===== config.mk =====
export PLATFORM = sky130hd
export DESIGN_NAME = uart_loader
export DESIGN_NICKNAME = d
export VERILOG_FILES = /design/src/rtl/uart_loader_pkg.sv /design/src/rtl/uart_loader_rx.sv /design/src/rtl/uart_loader.sv
export SDC_FILE = /design/constraint.sdc
export NUM_CORES = 1
export LEC_CHECK = 0
export CORE_MARGIN = 3
export CORE_UTILIZATION = 53
export CTS_CLUSTER_DIAMETER = 150
export DETAILED_ROUTE_END_ITERATION = 8
export PLACE_DENSITY = 0.76
export REMOVE_ABC_BUFFERS = 1
export SYNTH_ARGS = -nofsm -noshare
export SYNTH_HDL_FRONTEND = slang
export SYNTH_HIERARCHICAL = 1
export SYNTH_SLANG_ARGS = --single-unit

===== constraint.sdc =====
create_clock -name CLK -period 2.1 [get_ports CLK]
set_input_delay 0.21 -clock CLK [delete_from_list [all_inputs] [get_ports CLK]]
set_output_delay 0.21 -clock CLK [all_outputs]
set_load 0.005 [all_outputs]

===== src/rtl/uart_loader_pkg.sv =====
// Shared types and protocol constants for the UART program loader.
package uart_loader_pkg;

  typedef enum logic [2:0] {IDLE, HDR_ADDR, HDR_CNT, DATA, CSUM, RESP} loader_state_t;
  typedef enum logic [1:0] {RX_IDLE, RX_START, RX_DATA, RX_STOP} rx_state_t;

  localparam logic [7:0] SYNC_BYTE = 8'hA5;
  localparam logic [7:0] ACK_BYTE  = 8'h06;
  localparam logic [7:0] NAK_BYTE  = 8'h15;

endpackage


===== src/rtl/uart_loader_rx.sv =====
// 8N1 UART receiver: 2-FF synchroniser, mid-bit sampling, stop-bit check.
module uart_rx
  import uart_loader_pkg::*;
#(
  parameter int CLKS_PER_BIT = 868
) (
  input  logic       clk,
  input  logic       rst_n,
  input  logic       rx,
  output logic       rx_valid,
  output logic [7:0] rx_byte,
  output logic       rx_frame_err
);

  localparam int CW = $clog2(CLKS_PER_BIT);
  localparam logic [CW-1:0] FULL_LOAD = CW'(CLKS_PER_BIT - 1);
  localparam logic [CW-1:0] HALF_LOAD = CW'(CLKS_PER_BIT / 2 - 1);

  rx_state_t     state_q, state_d;
  logic [CW-1:0] cnt_q, cnt_d;
  logic [2:0]    bit_q, bit_d;
  logic [7:0]    byte_q, byte_d;
  logic          valid_q, valid_d;
  logic          ferr_q, ferr_d;
  logic          meta_q, sync_q, prev_q;

  always_comb begin
    state_d = state_q;
    cnt_d   = cnt_q;
    bit_d   = bit_q;
    byte_d  = byte_q;
    valid_d = 1'b0;
    ferr_d  = 1'b0;
    case (state_q)
      RX_IDLE: begin
        if (prev_q && !sync_q) begin
          state_d = RX_START;
          cnt_d   = HALF_LOAD;
        end
      end
      RX_START: begin
        if (cnt_q == '0) begin
          // A glitch shorter than half a bit falls back to idle here.
          if (!sync_q) begin
            state_d = RX_DATA;
            cnt_d   = FULL_LOAD;
            bit_d   = 3'd0;
          end else begin
            state_d = RX_IDLE;
          end
        end else begin
          cnt_d = cnt_q - 1'b1;
        end
      end
      RX_DATA: begin
        if (cnt_q == '0) begin
          byte_d = {sync_q, byte_q[7:1]};
          cnt_d  = FULL_LOAD;
          bit_d  = bit_q + 3'd1;
          if (bit_q == 3'd7) state_d = RX_STOP;
        end else begin
          cnt_d = cnt_q - 1'b1;
        end
      end
      RX_STOP: begin
        if (cnt_q == '0) begin
          state_d = RX_IDLE;
          valid_d = sync_q;
          ferr_d  = !sync_q;
        end else begin
          cnt_d = cnt_q - 1'b1;
        end
      end
      default: state_d = RX_IDLE;
    endcase
  end

  always_ff @(posedge clk or negedge rst_n) begin
    if (!rst_n) begin
      meta_q  <= 1'b1;
      sync_q  <= 1'b1;
      prev_q  <= 1'b1;
      state_q <= RX_IDLE;
      cnt_q   <= '0;
      bit_q   <= 3'd0;
      byte_q  <= 8'h00;
      valid_q <= 1'b0;
      ferr_q  <= 1'b0;
    end else begin
      meta_q  <= rx;
      sync_q  <= meta_q;
      prev_q  <= sync_q;
      state_q <= state_d;
      cnt_q   <= cnt_d;
      bit_q   <= bit_d;
      byte_q  <= byte_d;
      valid_q <= valid_d;
      ferr_q  <= ferr_d;
    end
  end

  assign rx_valid     = valid_q;
  assign rx_byte      = byte_q;
  assign rx_frame_err = ferr_q;

endmodule


===== src/rtl/uart_loader.sv =====
// Frame FSM, word assembler, checksum and ACK/NAK transmitter for the UART loader.
module uart_loader
  import uart_loader_pkg::*;
#(
  parameter int CLK_HZ       = 100_000_000,
  parameter int BAUD         = 115_200,
  parameter int TIMEOUT_BITS = 64
) (
  input  logic        CLK,
  input  logic        RST_N,
  input  logic        Rx,
  output logic        Tx,
  output logic        Init,
  output logic        Init_WE,
  output logic [31:0] Init_ADDR,
  output logic [31:0] Init_Data,
  output logic [31:0] InitPC,
  output logic        load_err
);

  localparam int CLKS_PER_BIT = CLK_HZ / BAUD;
  localparam int BW           = $clog2(CLKS_PER_BIT);
  localparam int TO_CYCLES    = TIMEOUT_BITS * CLKS_PER_BIT;
  localparam int TW           = $clog2(TO_CYCLES);
  localparam logic [BW-1:0] BIT_LOAD = BW'(CLKS_PER_BIT - 1);
  localparam logic [TW-1:0] TO_LOAD  = TW'(TO_CYCLES - 1);

  logic       rx_valid, rx_frame_err;
  logic [7:0] rx_byte;

  uart_rx #(.CLKS_PER_BIT(CLKS_PER_BIT)) u_rx (
    .clk         (CLK),
    .rst_n       (RST_N),
    .rx          (Rx),
    .rx_valid    (rx_valid),
    .rx_byte     (rx_byte),
    .rx_frame_err(rx_frame_err)
  );

  loader_state_t state_q, state_d;
  logic [31:0]   addr_q, addr_d, start_q, start_d, word_q, word_d;
  logic [31:0]   waddr_q, waddr_d, wdata_q, wdata_d, pc_q, pc_d;
  logic [15:0]   left_q, left_d;
  logic [1:0]    bcnt_q, bcnt_d;
  logic [7:0]    csum_q, csum_d;
  logic [TW-1:0] to_q, to_d;
  logic          we_q, we_d, err_q, err_d, init_q, init_d;
  logic [9:0]    tx_sh_q, tx_sh_d;
  logic [BW-1:0] tx_cnt_q, tx_cnt_d;
  logic [3:0]    tx_bits_q, tx_bits_d;
  logic          rx_active, start_tx;
  logic [7:0]    reply;

  always_comb begin
    state_d = state_q;  addr_d = addr_q;  start_d = start_q;  word_d = word_q;
    waddr_d = waddr_q;  wdata_d = wdata_q; pc_d = pc_q;       left_d = left_q;
    bcnt_d  = bcnt_q;   csum_d = csum_q;  to_d = to_q;        we_d = 1'b0;
    err_d   = err_q;    init_d = init_q;  tx_sh_d = tx_sh_q;
    tx_cnt_d = tx_cnt_q; tx_bits_d = tx_bits_q;
    start_tx = 1'b0;
    reply    = NAK_BYTE;
    rx_active = (state_q == HDR_ADDR) || (state_q == HDR_CNT) ||
                (state_q == DATA) || (state_q == CSUM);
    if (rx_active) to_d = rx_valid ? TO_LOAD : to_q - 1'b1;

    case (state_q)
      IDLE: begin
        if (rx_valid && rx_byte == SYNC_BYTE) begin
          state_d = HDR_ADDR;
          init_d  = 1'b1;
          err_d   = 1'b0;
          csum_d  = 8'h00;
          bcnt_d  = 2'd0;
          to_d    = TO_LOAD;
        end
      end
      HDR_ADDR: begin
        if (rx_valid) begin
          csum_d = csum_q ^ rx_byte;
          addr_d = {rx_byte, addr_q[31:8]};
          bcnt_d = bcnt_q + 2'd1;
          if (bcnt_q == 2'd3) begin
            start_d = {rx_byte, addr_q[31:8]};
            state_d = HDR_CNT;
          end
        end
      end
      HDR_CNT: begin
        if (rx_valid) begin
          csum_d = csum_q ^ rx_byte;
          left_d = {rx_byte, left_q[15:8]};
          bcnt_d = bcnt_q + 2'd1;
          if (bcnt_q == 2'd1) begin
            bcnt_d  = 2'd0;
            state_d = ({rx_byte, left_q[15:8]} == 16'd0) ? CSUM : DATA;
          end
        end
      end
      DATA: begin
        if (rx_valid) begin
          csum_d = csum_q ^ rx_byte;
          word_d = {rx_byte, word_q[31:8]};
          bcnt_d = bcnt_q + 2'd1;
          if (bcnt_q == 2'd3) begin
            we_d    = 1'b1;
            waddr_d = addr_q;
            wdata_d = {rx_byte, word_q[31:8]};
            addr_d  = addr_q + 32'd4;
            left_d  = left_q - 16'd1;
            if (left_q == 16'd1) state_d = CSUM;
          end
        end
      end
      CSUM: begin
        if (rx_valid) begin
          start_tx = 1'b1;
          if (rx_byte == csum_q) begin
            reply = ACK_BYTE;
            pc_d  = start_q;
          end else begin
            err_d = 1'b1;
          end
        end
      end
      RESP: begin
        if (tx_cnt_q == '0) begin
          tx_cnt_d  = BIT_LOAD;
          tx_sh_d   = {1'b1, tx_sh_q[9:1]};
          tx_bits_d = tx_bits_q - 4'd1;
          if (tx_bits_q == 4'd1) begin
            state_d = IDLE;
            init_d  = 1'b0;
          end
        end else begin
          tx_cnt_d = tx_cnt_q - 1'b1;
        end
      end
      default: state_d = IDLE;
    endcase

    // Abort on a bad stop bit or an idle line; a byte arriving the same cycle wins.
    if (rx_active && !rx_valid && (rx_frame_err || to_q == '0)) begin
      start_tx = 1'b1;
      reply    = NAK_BYTE;
      err_d    = 1'b1;
    end
    if (start_tx) begin
      state_d   = RESP;
      tx_sh_d   = {1'b1, reply, 1'b0};
      tx_cnt_d  = BIT_LOAD;
      tx_bits_d = 4'd10;
    end
  end

  always_ff @(posedge CLK or negedge RST_N) begin
    if (!RST_N) begin
      state_q <= IDLE;  addr_q <= '0;  start_q <= '0;  word_q <= '0;
      waddr_q <= '0;    wdata_q <= '0; pc_q <= '0;     left_q <= '0;
      bcnt_q  <= '0;    csum_q <= '0;  to_q <= '0;     we_q <= 1'b0;
      err_q   <= 1'b0;  init_q <= 1'b0; tx_sh_q <= '1;
      tx_cnt_q <= '0;   tx_bits_q <= '0;
    end else begin
      state_q <= state_d;  addr_q <= addr_d;   start_q <= start_d; word_q <= word_d;
      waddr_q <= waddr_d;  wdata_q <= wdata_d; pc_q <= pc_d;       left_q <= left_d;
      bcnt_q  <= bcnt_d;   csum_q <= csum_d;   to_q <= to_d;       we_q <= we_d;
      err_q   <= err_d;    init_q <= init_d;   tx_sh_q <= tx_sh_d;
      tx_cnt_q <= tx_cnt_d; tx_bits_q <= tx_bits_d;
    end
  end

  assign Tx        = tx_sh_q[0];
  assign Init      = init_q;
  assign Init_WE   = we_q;
  assign Init_ADDR = waddr_q;
  assign Init_Data = wdata_q;
  assign InitPC    = pc_q;
  assign load_err  = err_q;

endmodule


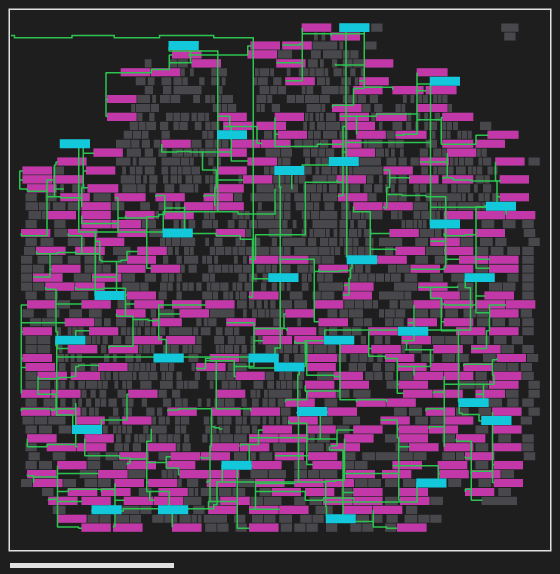
(run_1/clock_wires.png)
Scale bar: 50 um.
[cyan] clock-net drivers | count: 29
[magenta] flip-flops | count: 283
[green] clock wires | length: 3,430 um
flops lie: widely spread
worst clock skew: 0.00755 ns
Latency at later pin: 0.56 ns
Clk network pwr share: 41.9%

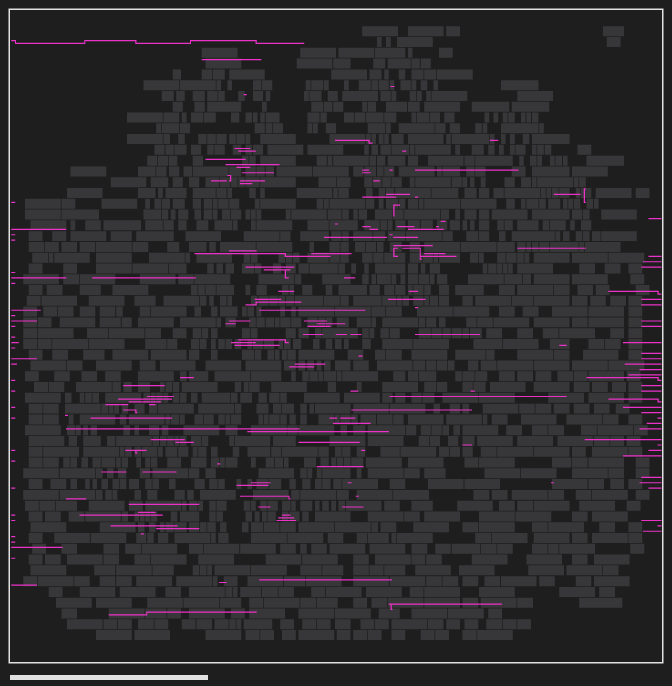
(run_1/m3.png)
Scale bar: 50 um.
share of all routed wire: 4.7%
wire length on this layer: 1,410 um
met3 GRT Util: 2.98%
vias post-DR: 9,892
final wirelength: 30,100 um

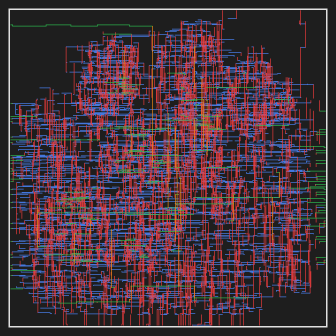
(run_1/layers.png)
[red] M2 | wire length: 14,500 um
[orange] M4 | wire length: 538 um
[green] M3 | wire length: 1,410 um
[blue] M1 | wire length: 13,600 um
per-cell routed wire length: 17.6 um
All-Layer GR Usage: 22.6%

==> impl_metrics.tcl, run 1 <==
# collected from the flow reports
set metrics [dict create \
    final.min_clock_period_ns 2.09 \
    path_buffers 1 \
    postLayoutCoreUtil_pct 67.6 \
    met2_usage_pct 37.5 \
    flop_area_um2 7100 \
    power_leader "sequential cells" \
    logic_family "multiplexers" \
    startpoint "to_q[1]$_DFF_PN0_" \
    post_dp_cell_area_um2 15300 \
    wl_met3_um 1410 \
    n_all_buffers 226 \
    dpl_worst_slack_ns -0.0897 \
    fillers 1824 \
    htreeDepth 1 \
    antenna_found_initial 0 \
    reg2reg_depth 8 \
    tightest_slew_ns 0.650 \
    min_to "u_rx/meta_q$_DFF_PN1_" \
    synth_area_leader_cell "dfrtp_1" \
    final_cell_mix "dfrtp_1 (269), mux2_2 (129), buf_4 (108)" \
    critical_path_class "register to register" \
    top_layer "met4" \
    sh_comb_area_pct 35.6 \
    nClkBuffers 41 \
    synth_cell_types 81 \
    clockBufferDepth 3 \
    internal_power_w 0.00913 \
    adder_share_pct 1.88 \
    power_clock_w 0.00512 \
    synth-edff-count 0 \
    outcome "complete, no violations" \
    layout_top_cell "dfrtp_1" \
    synth_warnings 6 \
    hp-class "input port to register" \
    io_pins 103 \
    cp.depth 8 \
    ys_sh_simple_pct 12.9 \
    synth_cells 1178 \
    grt_pass1_wl_um 50600 \
    seq_share_pct 42.8 \
    flops 283 \
    power_density_nw_per_um2 737 \
]
==> run 1: registers in the layout, summed over array words and instances, names as in the netlist, 2 cells and up, named ones only <==
register / cells
tx_sh_q: 9
tx_cnt_q: 10
InitPC: 32
to_q: 16
state_q: 3
bcnt_q: 2
u_rx/cnt_q: 10
u_rx/rx_byte: 8
left_q: 16
addr_q: 32
Init_ADDR: 32
word_q: 24
tx_bits_q: 4
u_rx/bit_q: 3
Init_Data: 32
start_q: 32
csum_q: 8
==> run 1: timing repair <==
| action | CTS | global route |
|---|---|---|
| resized | 7 | 43 |
| setup buffers | 0 | 10 |
| pin swaps | 4 | 11 |
| endpoints found under the setup margin | 4 | 72 |
| hold endpoints to repair | 56 | 0 |
| hold buffers | 1 | 0 |
| gates cloned | 0 | 0 |
## Run 2: what changed since run 1
CORE_MARGIN = 5   (was 3)
PLACE_DENSITY = not set   (was 0.76)
PLACE_DENSITY_LB_ADDON = 0.08   (was not set)
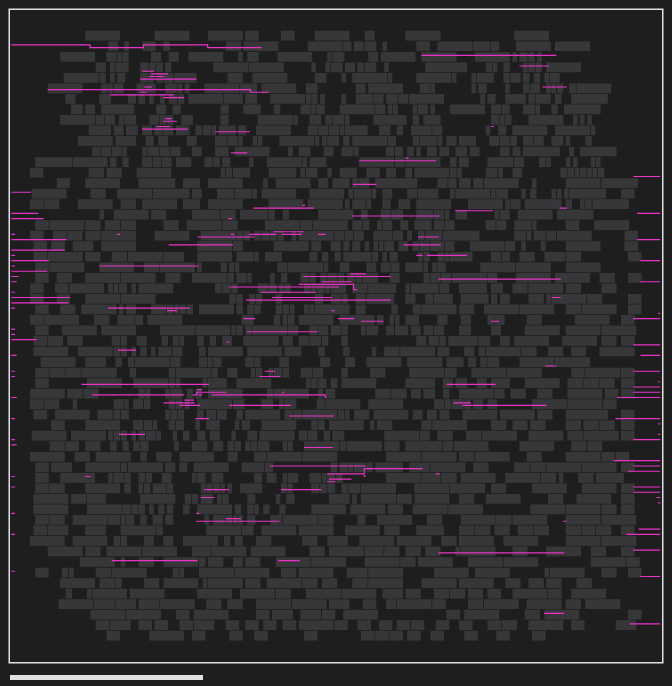
(run_2/m3.png)
Scale bar: 50 um.
nets with wire on the layer: 114
main direction: horizontal
wire length on this layer: 1,330 um
longest straight run: 52.2 um
final wirelength: 30,800 um
vias post-DR: 9,791

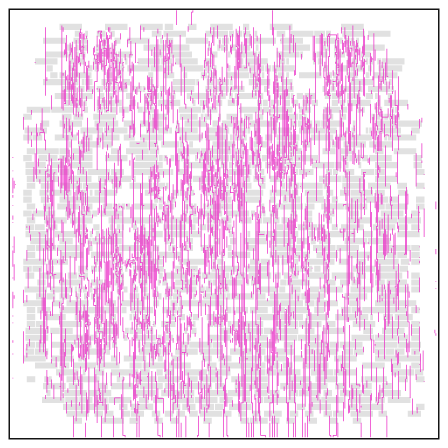
(run_2/m2.png)
wire length on this layer: 14,500 um
main direction: vertical
nets with wire on the layer: 1,211
GRT met2 Usage: 35.1%

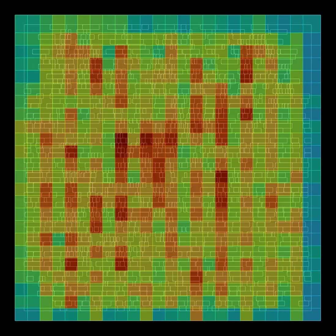
(run_2/congestion_map.png)
grt peak-use layer: met2
GR Util met1: 31.1%
All-Layer GR Usage: 21.6%

==> run 2 against run 1 <==
  * The run now ends with negative setup slack left
  * Worst setup slack worse by 0.086 ns
  * Utilization down 0.74 points
  * First-iteration DRC count decreased by 22%
  * Clock skew increased by 0.0043 ns
  * Synthesized area stayed put
  * Sequential share of layout area decreased by 0.27 points
  * Final area up 0.64%
==> impl_metrics.tcl, run 2 <==
# collected from the flow reports
set metrics [dict create \
    outcome "finished, violations left" \
    clk_share_pct 6.22 \
    wire_per_inst_um 17.9 \
    reg2reg_slack_ns -0.07 \
    synth_area_leader_cell "dfrtp_1" \
    fin_cells 1718 \
    layout_top_cell "dfrtp_1" \
    fin_skew_ns 0.0118 \
    dpl_worst_slack_ns -0.175 \
    chipHeight_um 168 \
    synth-edff-count 0 \
    critPathCaptureType "register" \
    crit_arrival_ns 2.59 \
    clockBufferDepth 3 \
    fillers 1988 \
    final.min_clock_period_ns 2.17 \
    postCtsSetupBuffers 0 \
    ys_seq_share_pct 53.3 \
    hp-class "input port to register" \
    finalSetupViolations 3 \
    min_to "u_rx/meta_q$_DFF_PN1_" \
    first_iter_violations 656 \
    worstHoldStart "Rx" \
    synth_warnings 6 \
    grt_pass1_wl_um 51500 \
    crit_slowest_cell "dfrtp_1" \
    pg_comb_w 0.00142 \
    path_buffers 3 \
    power_leader "sequential cells" \
    reg2reg_depth 7 \
    tightest_slew_ns 0.529 \
    power_density_nw_per_um2 753 \
    n_antenna_cell 0 \
    numCtsBuffers 30 \
    hpwl_um 20000 \
    seq_share_pct 42.5 \
    timing.final.max_slew_violations 0 \
    postLayoutCoreUtil_pct 66.9 \
    synth_cell_types 81 \
    hold_buffers 1 \
    place_congestion 0.863 \
    combPwrFrac_pct 11.3 \
    avgViaCountPerCell 5.70 \
    cp.depth 7 \
    synth.cell_area_um2 13300 \
    inverters 27 \
    htreeDepth 1 \
    power_switching_w 0.00307 \
    grt_max_degree 79 \
    pwr-share-clk_pct 43.5 \
    io_pins 103 \
    synthTopCellsByArea "dfrtp_1 (51%), mux2_2 (11%), a21oi_1 (2.9%)" \
    flop_area_um2 7100 \
    nClkBuffers 47 \
    ys_area_um2 13300 \
    cts_resized 10 \
    ant_nets 0 \
    startpoint "state_q[0]$_DFFE_PN0P_" \
    violations "negative setup slack" \
    post_dp_cell_area_um2 15400 \
    sh_comb_area_pct 35.1 \
    ys_ff 283 \
    critical_path_class "register to register" \
    synth_cells 1178 \
    flops 283 \
    synth_area_per_cell_um2 11.3 \
    power_clock_w 0.00547 \
    insertion_delay_ns 0.55 \
    nets 1387 \
    final_cell_mix "dfrtp_1 (269), mux2_2 (132), buf_4 (110)" \
    n_all_buffers 229 \
    fin_ws_ns -0.0749 \
    internal_power_w 0.00949 \
    antenna_found_initial 0 \
    ys.flop_type "dfrtp_1" \
    finalCritPeriodShare_pct 104 \
]
-- run 2: cell families (layout without fill, tap and decap cells) --
logic type	after synthesis	count (layout)	share of synthesized area, %
AND/OR/NAND/NOR	327	327	12.9
flip-flops	283	283	53.3
AND-OR/OR-AND	258	258	12.1
multiplexers	164	164	14.4
buffers and inverters	102	312	3.84
XOR/XNOR	24	24	1.58
adder cells (fa/ha/maj)	20	20	1.88
-- run 2: layer usage --
metal	track usage [%]	up-vias	share of wire, %
met3	3.01	53	4.3
met2	35.1	232	47
met5	0	-	0
met4	5.26	0	1.9
met1	31.1	4892	47
li1	-	4614	-
## Run 3: what changed since run 2
ABC_CLOCK_PERIOD_IN_PS = 2100   (was not set)
REMOVE_ABC_BUFFERS = not set   (was 1)
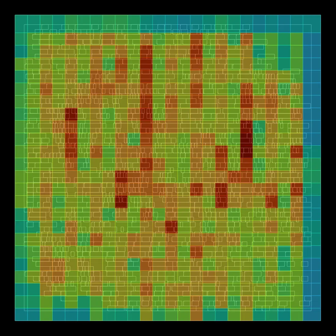
(run_3/congestion_map.png)
met3 GRT Util: 3.25%
per-cell routed wire length: 18.5 um
GRT met2 Usage: 35.7%
GR Util met1: 31.6%
Final Core Density: 67.7%

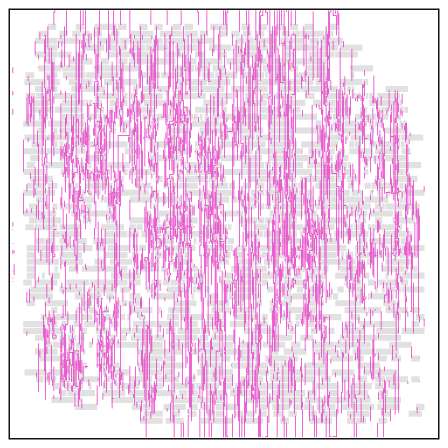
(run_3/m2.png)
vias post-DR: 9,749
final wirelength: 31,800 um

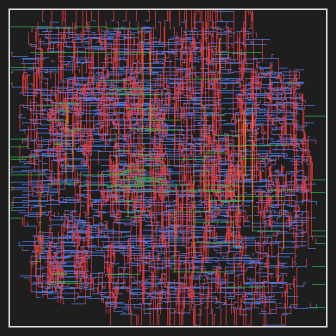
(run_3/layers.png)
[red] M2 | wire length: 15,400 um
[orange] M4 | wire length: 685 um
[green] M3 | wire length: 1,330 um
[blue] M1 | wire length: 14,400 um
All-Layer GR Usage: 22.0%

==> run 3 against run 2 <==
  * The run still ends with negative setup slack left
  * Power up 5.1%
  * Flip-flop count unchanged
  * Clock power increased by 12%
  * Sequential share of layout area is 0.49 points lower
  * Worst setup slack improved by 0.071 ns
  * Wire length rose by 3.4%
  * Die size unchanged
  * Largest power group is now the clock network
==> impl_metrics.tcl, run 3 <==
# collected from the flow reports
set metrics [dict create \
    violations "negative setup slack" \
    fin_cells 1719 \
    finalCritPeriodShare_pct 100 \
    aoi_share_pct 12.1 \
    clk_share_pct 6.96 \
    synth_area_per_cell_um2 11.3 \
    synth_warnings 6 \
    wl_met3_um 1330 \
    n_antenna_cell 0 \
    fin_skew_ns 0.0113 \
    layout_top_cell "dfrtp_1" \
    crit_arrival_ns 2.56 \
    avgViaCountPerCell 5.67 \
    ys_ff 283 \
    startpoint "bcnt_q[1]$_DFFE_PN0P_" \
    outcome "finished, violations left" \
    mux_area_share_pct 14.4 \
    nClkBuffers 43 \
    htreeDepth 1 \
    worstHoldStart "Rx" \
    critPathCaptureType "register" \
    tightest_slew_ns 0.497 \
    synth.cell_area_um2 13300 \
    antenna_found_initial 0 \
    hp-class "input port to register" \
    grt.busiest_layer "met2" \
    clockBufferDepth 3 \
    io_pins 103 \
    seq_share_pct 42.0 \
    chipHeight_um 168 \
    logic_family "multiplexers" \
    flops 283 \
    insertion_delay_ns 0.55 \
    synthTopCellsByArea "dfrtp_1 (51%), mux2_2 (11%), a21oi_1 (2.9%)" \
    inverters 27 \
    power_density_nw_per_um2 782 \
    hold_buffers 1 \
    n_all_buffers 230 \
    place_congestion 0.881 \
    synth_cells 1178 \
    cts_resized 9 \
    reg2reg_depth 9 \
    grt_max_degree 57 \
    wl_met2_um 15400 \
    fin_ws_ns -0.00373 \
    final_cell_mix "dfrtp_1 (268), mux2_2 (126), buf_4 (109)" \
    post_dp_cell_area_um2 15300 \
    finalSetupViolations 1 \
    top_layer "met4" \
    fillers 1945 \
    sh_comb_area_pct 34.9 \
    hpwl_um 20700 \
    synth_cell_types 81 \
    adder_share_pct 1.88 \
]
run 3: cell count changes in the layout (fill, tap and decap cells not counted), moves of 2 or more:
cell	previous run	this run
buf_8	1	3
nor3_1	23	20
clkbuf_1	8	3
mux2_1	7	1
mux2_2	132	126
mux2_4	22	34
nor3_2	1	4
nor2_2	0	2
o21ai_1	2	0
bufinv_16	3	8
o21ai_0	68	70
run 3: critical path: stages (launching register included):
cell and delay, ns:
dfrtp_1 0.37, inv_1 0.06, ha_2 0.18, or3b_4 0.38, a21oi_4 0.15, a211oi_4 0.06, a211oi_2 0.31, o31ai_4 0.15
buf_4 0.16, o211ai_1 0.19
run 3: power by group:
group	leakage (nW)	internal, W	switching, W
Clock	0.583	0.00398	0.00215
Sequential	3.89	0.00557	0.000109
Combinational	3.62	0.000586	0.000820
Total	8.09	0.0101	0.00308
Power figures rest on the tool's default switching activity, not on a simulated workload.
